`src/rtl/fb_write_stage_if.sv`:
```
// Pixel handshake from the rasterizer plus the framebuffer write bus toward MultiSram.
interface fb_write_stage_if #(
    parameter int ADDR_W = 18,
    parameter int DATA_W = 16
);
    logic              pix_valid;
    logic [ADDR_W-1:0] pix_addr;
    logic [DATA_W-1:0] pix_data;
    logic              pix_ready;
    logic [ADDR_W-1:0] gpu_addr;
    logic [DATA_W-1:0] gpu_data;
    logic              gpu_write;
    logic              gpu_read;

    modport master (
        output pix_valid, pix_addr, pix_data,
        input  pix_ready, gpu_addr, gpu_data, gpu_write, gpu_read
    );

    modport slave (
        input  pix_valid, pix_addr, pix_data,
        output pix_ready, gpu_addr, gpu_data, gpu_write, gpu_read
    );
endinterface

```
`src/rtl/fb_write_stage.sv`:
```
// Buffers rasterized pixel writes and drains them to SRAM only while video is off.
// Optional framebuffer clear sweep is enabled by defining FB_CLEAR_EN.
module fb_write_stage #(
    parameter int DEPTH    = 16,
    parameter int ADDR_W   = 18,
    parameter int DATA_W   = 16,
    parameter int FB_WORDS = 76800
) (
    input  logic                     I_CLK,
    input  logic                     I_RST,
    input  logic                     I_VIDEO_ON,
`ifdef FB_CLEAR_EN
    input  logic                     I_CLEAR,
    input  logic [DATA_W-1:0]        I_CLEAR_COLOR,
`endif
    fb_write_stage_if.slave          bus,
    output logic [$clog2(DEPTH):0]   O_LEVEL,
    output logic [15:0]              O_DROP_CNT,
    output logic [15:0]              O_WRITE_CNT,
    output logic                     O_BUSY
);
    localparam int                PTR_W      = $clog2(DEPTH);
    localparam logic [PTR_W:0]    FULL_LEVEL = (PTR_W + 1)'(DEPTH);
    localparam logic [ADDR_W-1:0] LAST_ADDR  = ADDR_W'(FB_WORDS - 1);

`ifdef FB_CLEAR_EN
    typedef enum logic [1:0] {IDLE, DRAIN, CLEAR} state_t;
`else
    typedef enum logic {IDLE, DRAIN} state_t;
`endif

    state_t                   state;
    logic [ADDR_W+DATA_W-1:0] mem [DEPTH];
    logic [PTR_W-1:0]         wr_ptr;
    logic [PTR_W-1:0]         rd_ptr;
    logic [PTR_W:0]           count;
    logic                     hold_valid;
    logic [ADDR_W-1:0]        hold_addr;
    logic [DATA_W-1:0]        hold_data;
    logic                     clearing;
    logic                     accept;
    logic                     in_range;
    logic                     push;
    logic                     pop;
    logic                     retire;

`ifdef FB_CLEAR_EN
    assign clearing = (state == CLEAR);
`else
    assign clearing = 1'b0;
`endif

    assign in_range      = (bus.pix_addr <= LAST_ADDR);
    assign bus.pix_ready = !I_RST && (count < FULL_LEVEL) && !clearing;
    assign accept        = bus.pix_valid && bus.pix_ready;
    assign push          = accept && in_range;
    assign retire        = bus.gpu_write;
    assign pop           = (count != '0) && (!hold_valid || retire) && !clearing;

    // Outputs are forced to their idle values combinationally during the reset cycle.
    assign bus.gpu_write = !I_RST && hold_valid && !I_VIDEO_ON;
    assign bus.gpu_addr  = I_RST ? '0 : hold_addr;
    assign bus.gpu_data  = I_RST ? '0 : hold_data;
    assign bus.gpu_read  = 1'b0;
    assign O_LEVEL       = I_RST ? '0 : count;
    assign O_BUSY        = !I_RST && ((count != '0) || hold_valid || clearing);

    always_ff @(posedge I_CLK) begin
        if (push) begin
            mem[wr_ptr] <= {bus.pix_addr, bus.pix_data};
        end
    end

    always_ff @(posedge I_CLK) begin
        if (I_RST) begin
            state       <= IDLE;
            wr_ptr      <= '0;
            rd_ptr      <= '0;
            count       <= '0;
            hold_valid  <= 1'b0;
            hold_addr   <= '0;
            hold_data   <= '0;
            O_DROP_CNT  <= '0;
            O_WRITE_CNT <= '0;
        end else begin
            if (push) wr_ptr <= wr_ptr + PTR_W'(1);
            if (pop)  rd_ptr <= rd_ptr + PTR_W'(1);
            if (push && !pop) begin
                count <= count + (PTR_W + 1)'(1);
            end else if (pop && !push) begin
                count <= count - (PTR_W + 1)'(1);
            end
            if (accept && !in_range) O_DROP_CNT <= O_DROP_CNT + 16'd1;
            if (retire)              O_WRITE_CNT <= O_WRITE_CNT + 16'd1;

            // The clear sweep reuses the hold register as its address/colour generator.
            if (!clearing) begin
                if (pop) begin
                    {hold_addr, hold_data} <= mem[rd_ptr];
                    hold_valid             <= 1'b1;
                end else if (retire) begin
                    hold_valid <= 1'b0;
                end
            end

            case (state)
                IDLE: begin
`ifdef FB_CLEAR_EN
                    if (I_CLEAR) begin
                        state      <= CLEAR;
                        hold_valid <= 1'b1;
                        hold_addr  <= '0;
                        hold_data  <= I_CLEAR_COLOR;
                    end else if (push) begin
                        state <= DRAIN;
                    end
`else
                    if (push) state <= DRAIN;
`endif
                end
                DRAIN: begin
                    if ((count == '0) && retire && !push) state <= IDLE;
                end
`ifdef FB_CLEAR_EN
                CLEAR: begin
                    if (retire) begin
                        if (hold_addr == LAST_ADDR) begin
                            hold_valid <= 1'b0;
                            state      <= (count != '0) ? DRAIN : IDLE;
                        end else begin
                            hold_addr <= hold_addr + ADDR_W'(1);
                        end
                    end
                end
`endif
                default: state <= IDLE;
            endcase
        end
    end
endmodule

```
`src/flat_wrapper.sv`:
```
// flat-port wrapper written by rule: the top's interface ports become plain ports
module fb_write_stage_flat 
#(
    parameter int DEPTH    = 16,
    parameter int ADDR_W   = 18,
    parameter int DATA_W   = 16,
    parameter int FB_WORDS = 76800
)
  (I_CLK, I_RST, I_VIDEO_ON, O_LEVEL, O_DROP_CNT, O_WRITE_CNT, O_BUSY, bus_pix_valid, bus_pix_addr, bus_pix_data, bus_pix_ready, bus_gpu_addr, bus_gpu_data, bus_gpu_write, bus_gpu_read);
  fb_write_stage_if #(.ADDR_W(ADDR_W), .DATA_W(DATA_W)) bus_i ();
  input  logic I_CLK;
  input  logic I_RST;
  input  logic I_VIDEO_ON;
  output logic [$clog2(DEPTH):0] O_LEVEL;
  output logic [15:0] O_DROP_CNT;
  output logic [15:0] O_WRITE_CNT;
  output logic O_BUSY;
  input wire logic [$bits(bus_i.pix_valid)-1:0] bus_pix_valid;
  input wire logic [$bits(bus_i.pix_addr)-1:0] bus_pix_addr;
  input wire logic [$bits(bus_i.pix_data)-1:0] bus_pix_data;
  output wire logic [$bits(bus_i.pix_ready)-1:0] bus_pix_ready;
  output wire logic [$bits(bus_i.gpu_addr)-1:0] bus_gpu_addr;
  output wire logic [$bits(bus_i.gpu_data)-1:0] bus_gpu_data;
  output wire logic [$bits(bus_i.gpu_write)-1:0] bus_gpu_write;
  output wire logic [$bits(bus_i.gpu_read)-1:0] bus_gpu_read;
  assign bus_i.pix_valid = bus_pix_valid;
  assign bus_i.pix_addr = bus_pix_addr;
  assign bus_i.pix_data = bus_pix_data;
  assign bus_pix_ready = bus_i.pix_ready;
  assign bus_gpu_addr = bus_i.gpu_addr;
  assign bus_gpu_data = bus_i.gpu_data;
  assign bus_gpu_write = bus_i.gpu_write;
  assign bus_gpu_read = bus_i.gpu_read;
  fb_write_stage #(.DEPTH(DEPTH), .ADDR_W(ADDR_W), .DATA_W(DATA_W), .FB_WORDS(FB_WORDS)) u_core (.I_CLK(I_CLK), .I_RST(I_RST), .I_VIDEO_ON(I_VIDEO_ON), .bus(bus_i), .O_LEVEL(O_LEVEL), .O_DROP_CNT(O_DROP_CNT), .O_WRITE_CNT(O_WRITE_CNT), .O_BUSY(O_BUSY));
endmodule
```
`config.mk`:
```
export PLATFORM = sky130hd
export DESIGN_NAME = fb_write_stage_flat
export DESIGN_NICKNAME = d
export VERILOG_FILES = /design/src/rtl/fb_write_stage_if.sv /design/src/rtl/fb_write_stage.sv /design/src/flat_wrapper.sv
export SDC_FILE = /design/constraint.sdc
export NUM_CORES = 1
export LEC_CHECK = 0
export CAP_MARGIN = 25
export CORE_MARGIN = 2
export CORE_UTILIZATION = 56
export DETAILED_ROUTE_END_ITERATION = 16
export PLACE_DENSITY = 0.77
export SLEW_MARGIN = 20
export SYNTH_ARGS = -nofsm -noshare
export SYNTH_HDL_FRONTEND = slang
export SYNTH_SLANG_ARGS = --single-unit
```
`constraint.sdc`:
```
create_clock -name I_CLK -period 5.8 [get_ports I_CLK]
set_clock_uncertainty 0.15 [all_clocks]
set_input_delay 1.16 -clock I_CLK [delete_from_list [all_inputs] [get_ports I_CLK]]
set_output_delay 1.16 -clock I_CLK [all_outputs]
set_load 0.1 [all_outputs]
```
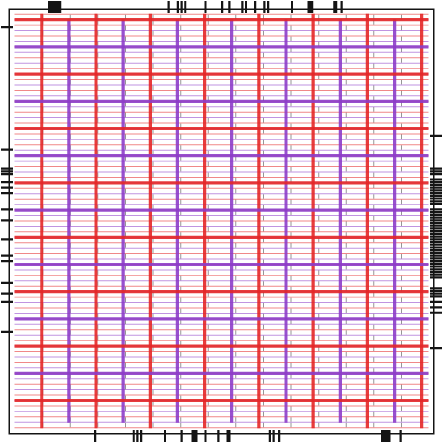
**Above:** run 1 (PDN straps and rails).
Drawn at 2 px/um. Pins as bars on the die edge. Tap cells in gray.
legend:
  red:
    net: VSS
  purple:
    net: VDD
met4 straps: 15
signal pins: 113
met1 rails: 77
tap cells: 546

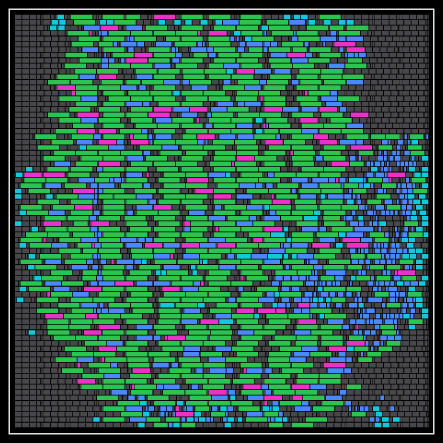
**Above:** run 1 (cell classes on the final placement).
Drawn at 2 px/um. Fill, decap, tap and diode cells in gray.
legend:
  cyan:
    class: remaining buffers and delay cells
    cells: 145
  green:
    class: registers
    cells: 624
  blue:
    class: remaining logic cells
    cells: 540
  magenta:
    class: clock drivers and dummy loads
    cells: 110

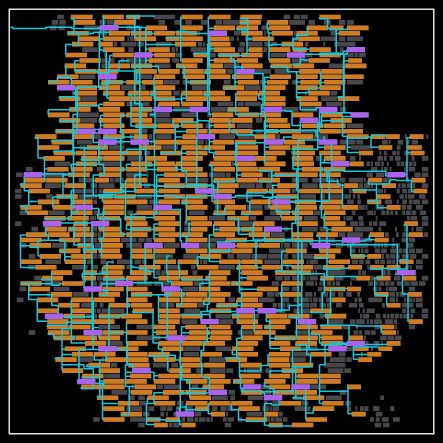
**Above:** run 1 (clock distribution).
Drawn at 2 px/um.
legend:
  orange:
    item: flip-flops
    count: 624
  cyan:
    item: clock wires
    length: 6600 um
  purple:
    item: clock-net drivers
    count: 59
routed clock nets: 60

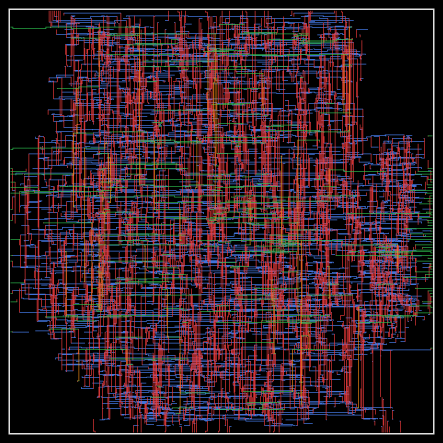
**Above:** run 1 (routed metal, one color a layer).
Drawn at 2 px/um.
legend:
  orange:
    layer: M4
    wire_length: 1310 um
  blue:
    layer: M1
    wire_length: 21.0 mm
  red:
    layer: M2
    wire_length: 25.6 mm
  green:
    layer: M3
    wire_length: 3770 um

==> GITHUB_STEP_SUMMARY, run 1 <==
### Yosys + OpenROAD results

| Metric | Value |
|---|---|
| Top delay family on crit path | buffers and inverters |
| Hold_ws | 0.3307 ns |
| Largest type area fraction | 0.6771 |
| Flop area | 17950 sq um |
| Status | finished clean |
| Cell area power density | 422.7 nW/um^2 |
| Syn_nets | 1284 |
| CTS tree | done |
| Crit path from | I_RST |
| Clock Path Buffers | 3 |
| P_comb | 2.57 mW |
| Yosys stat chip area | 24130 sq um |
| Die area | 44760 sq um |
| Cell Type Count | 48 |
| Part of the power in combinational logic | 0.215 |
| Reg2reg end | u_core.count[4] |
| GRT overflow | 0 |
| Max Cap Violations | 0 |
| Hold EP | u_core.O_WRITE_CNT[15] |
| I/O Buffers | 111 |
| Highest Signal Layer | met4 |
| Post-synth ARST share | 0 |
| EDFF count, synth | 544 |
| Post-CTS setup buffers | 0 |
| Yosys Warn Count | 0 |
| Met3 Wirelength | 3.773 mm |
| Max FFs per register | 544 |
| Die Y | 211.6 um |
[run 1: worst min-delay path, stage by stage, from the launching register on]
cell,delay [ns]
dfxtp_1,0.32
o31ai_1,0.06
a21oi_1,0.05
[run 1: cells in the mapped netlist (7+ instances only)]
master / instances
edfxtp_1: 544
mux4_2: 136
dfxtp_1: 80
mux2i_1: 75
nand2_1: 55
nor2b_1: 40
clkbuf_1: 37
nor2_1: 34
o221ai_1: 34
buf_2: 26
a21oi_1: 21
nand3_1: 14
or4_1: 13
o31ai_1: 12
ha_1: 11
nand4_1: 10
o21ai_0: 9
xor2_1: 8
inv_1: 7
nor3_1: 7
==> run 1 -> run 2 <==
- CORE_UTILIZATION: 56 -> 54
- clock period: 5.8 -> 4.05 ns (I/O delays scaled with it)
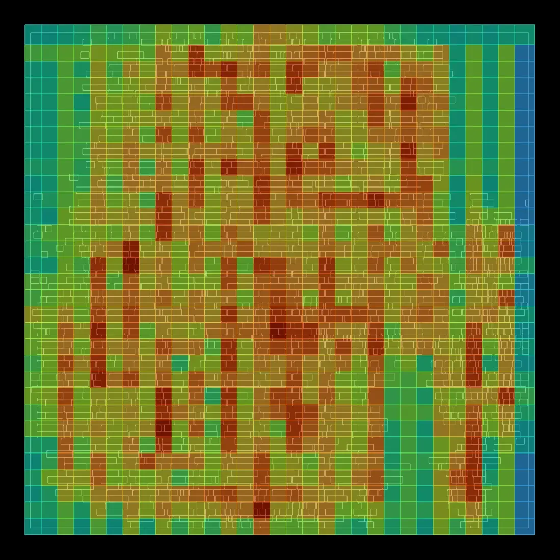
**Above:** run 2 (routing congestion map).
routing usage on met2: 0.3711
wire per inst: 25.65 um
Global Route met3 Usage: 0.05130
met1 Use GR: 0.3161
most used routing layer: met2

==> GITHUB_STEP_SUMMARY, run 2 <==
### Yosys + OpenROAD results

| Metric | Value |
|---|---|
| Top delay family on crit path | AND-OR/OR-AND gates |
| Reg2reg end | u_core.count[4] |
| Flop area | 17950 sq um (unchanged) |
| Met3 Wirelength | 4.334 mm (+15%) |
| CTS tree | done |
| Die Y | 215.4 um (+1.8%) |
| Syn_nets | 1284 (unchanged) |
| CP startpoint kind | primary input |
| Part of the power in combinational logic | 0.228 (+0.013) |
| Hold Fails Final Rpt | 0 |
| Max FFs per register | 544 (unchanged) |
| Highest Signal Layer | met4 |
| Status | finished clean |
| Synth-to-layout area growth | 17.30% |
| GRT overflow | 0 (unchanged) |
| Data required, critical path | 4.42 ns |
| Post-CTS setup buffers | 0 (unchanged) |
| Most instantiated cells after synthesis | edfxtp_1 (544), mux4_2 (136), dfxtp_1 (80), mux2i_1 (75), nand2_1 (55) |
| Cell area power density | 589.8 nW/um^2 (+40%) |
| I/O Buffers | 111 (unchanged) |
| Hold EP | u_core.O_DROP_CNT[10] |
| EDFF count, synth | 544 (unchanged) |
| Yosys Warn Count | 0 (unchanged) |
| Post-synth ARST share | 0 (unchanged) |
| Die area | 46380 sq um (+3.6%) |
| Max Cap Violations | 0 (unchanged) |
| Clock Path Buffers | 3 (unchanged) |
run 2: worst max path at each step:
stage	from	to	slack (ns)	cells after the start
after global placement	bus_pix_valid	u_core.count[4]	0.07	10
after global routing	bus_pix_valid	u_core.count[4]	0.53	10
final	bus_pix_valid	u_core.count[4]	0.64	10
after floorplan	I_RST	u_core.mem[7][0]	0.06	5
after CTS	bus_pix_valid	u_core.count[4]	0.65	10
after detailed placement	bus_pix_valid	u_core.count[4]	-0.001	10
run 2: kinds of logic after synthesis:
logic type | after synthesis | share of synthesized area
XOR/XNOR | 14 | 0.005083
other | 1 | 0.0001554
flip-flops | 624 | 0.7435
adder cells (fa/ha/maj) | 12 | 0.006535
buffers and inverters | 77 | 0.01348
multiplexers | 212 | 0.1585
AND-OR/OR-AND | 96 | 0.02982
AND/OR/NAND/NOR | 198 | 0.04289
==> run 2 -> run 3 <==
- CORE_UTILIZATION: 54 -> 56
- clock period: 4.05 -> 3.55 ns (I/O delays scaled with it)
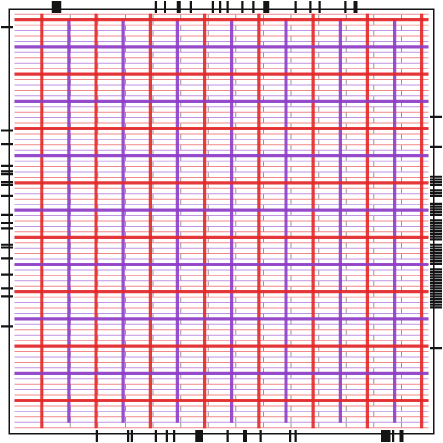
**Above:** run 3 (PDN straps and rails).
Drawn at 2 px/um. Pins as bars on the die edge. Tap cells in gray.
Die Wd: 211.6 um
core area: 42790 sq um
Die Y: 211.6 um

==> GITHUB_STEP_SUMMARY, run 3 <==
### Yosys + OpenROAD results

| Metric | Value |
|---|---|
| Most used routing layer | met2 |
| CTS tree | done |
| Critical Path Sink | u_core.count[4] |
| Post-synth ARST share | 0 (unchanged) |
| Reg2reg end | u_core.count[4] |
| Hold Fails Final Rpt | 0 (unchanged) |
| Yosys xor share | 0.005082 (unchanged) |
| Highest Signal Layer | met5 |
| EDFF count, synth | 544 (unchanged) |
| Simple Share, Synth | 0.04289 (unchanged) |
| Synth-to-layout area growth | 18.22% |
| Crit path from | bus_pix_valid |
| GRT overflow | 0 (unchanged) |
| Clock Path Buffers | 3 (unchanged) |
| Main logic family after synthesis | multiplexers |
| Max Cap Violations | 0 (unchanged) |
| Max FFs per register | 544 (unchanged) |
| Wire per inst | 26.19 um (+2.1%) |
| Part of the power in combinational logic | 0.231 (+0.003) |
| Status | finished clean |
| Met3 Wirelength | 3.856 mm (-11%) |
| Synth Area in Compound Gates | 0.02982 (unchanged) |
| Data required, critical path | 3.89 ns (-0.53 ns) |
| Worst path depth | 10 (unchanged) |
| Routing usage on met2 | 0.3994 (+0.02831) |
| Mux share | 0.1585 (unchanged) |
| CP startpoint kind | primary input |
| Top delay family on crit path | AND-OR/OR-AND gates |
[run 3: netlist changes by cell type in the layout (fill, tap and decap cells not counted), sizes merged]
cell           previous run  this run
buf                     105       149
bufinv                    3         6
clkbuf                   85        80
clkdlybuf4s50            68        36
clkinv                   16        19
clkinvlp                  7         4
[run 3: metrics by stage]
stage / total power [mW] / hold slack, ns / utilization / setup TNS (ns)
2_1_floorplan: 11.84 / 0.3170 / - / -95.02
4_1_cts: 19.26 / 0.3413 / 0.6666 / 0
6_report: 19.11 / 0.3393 / 0.6666 / 0
3_5_place_dp: 12.98 / 0.3324 / 0.6208 / -0.3304
5_1_grt: 19.77 / 0.3778 / 0.6666 / 0
3_3_place_gp: 12.92 / 0.3150 / 0.6201 / -0.2595
Power is estimated from default activity; no workload was simulated.
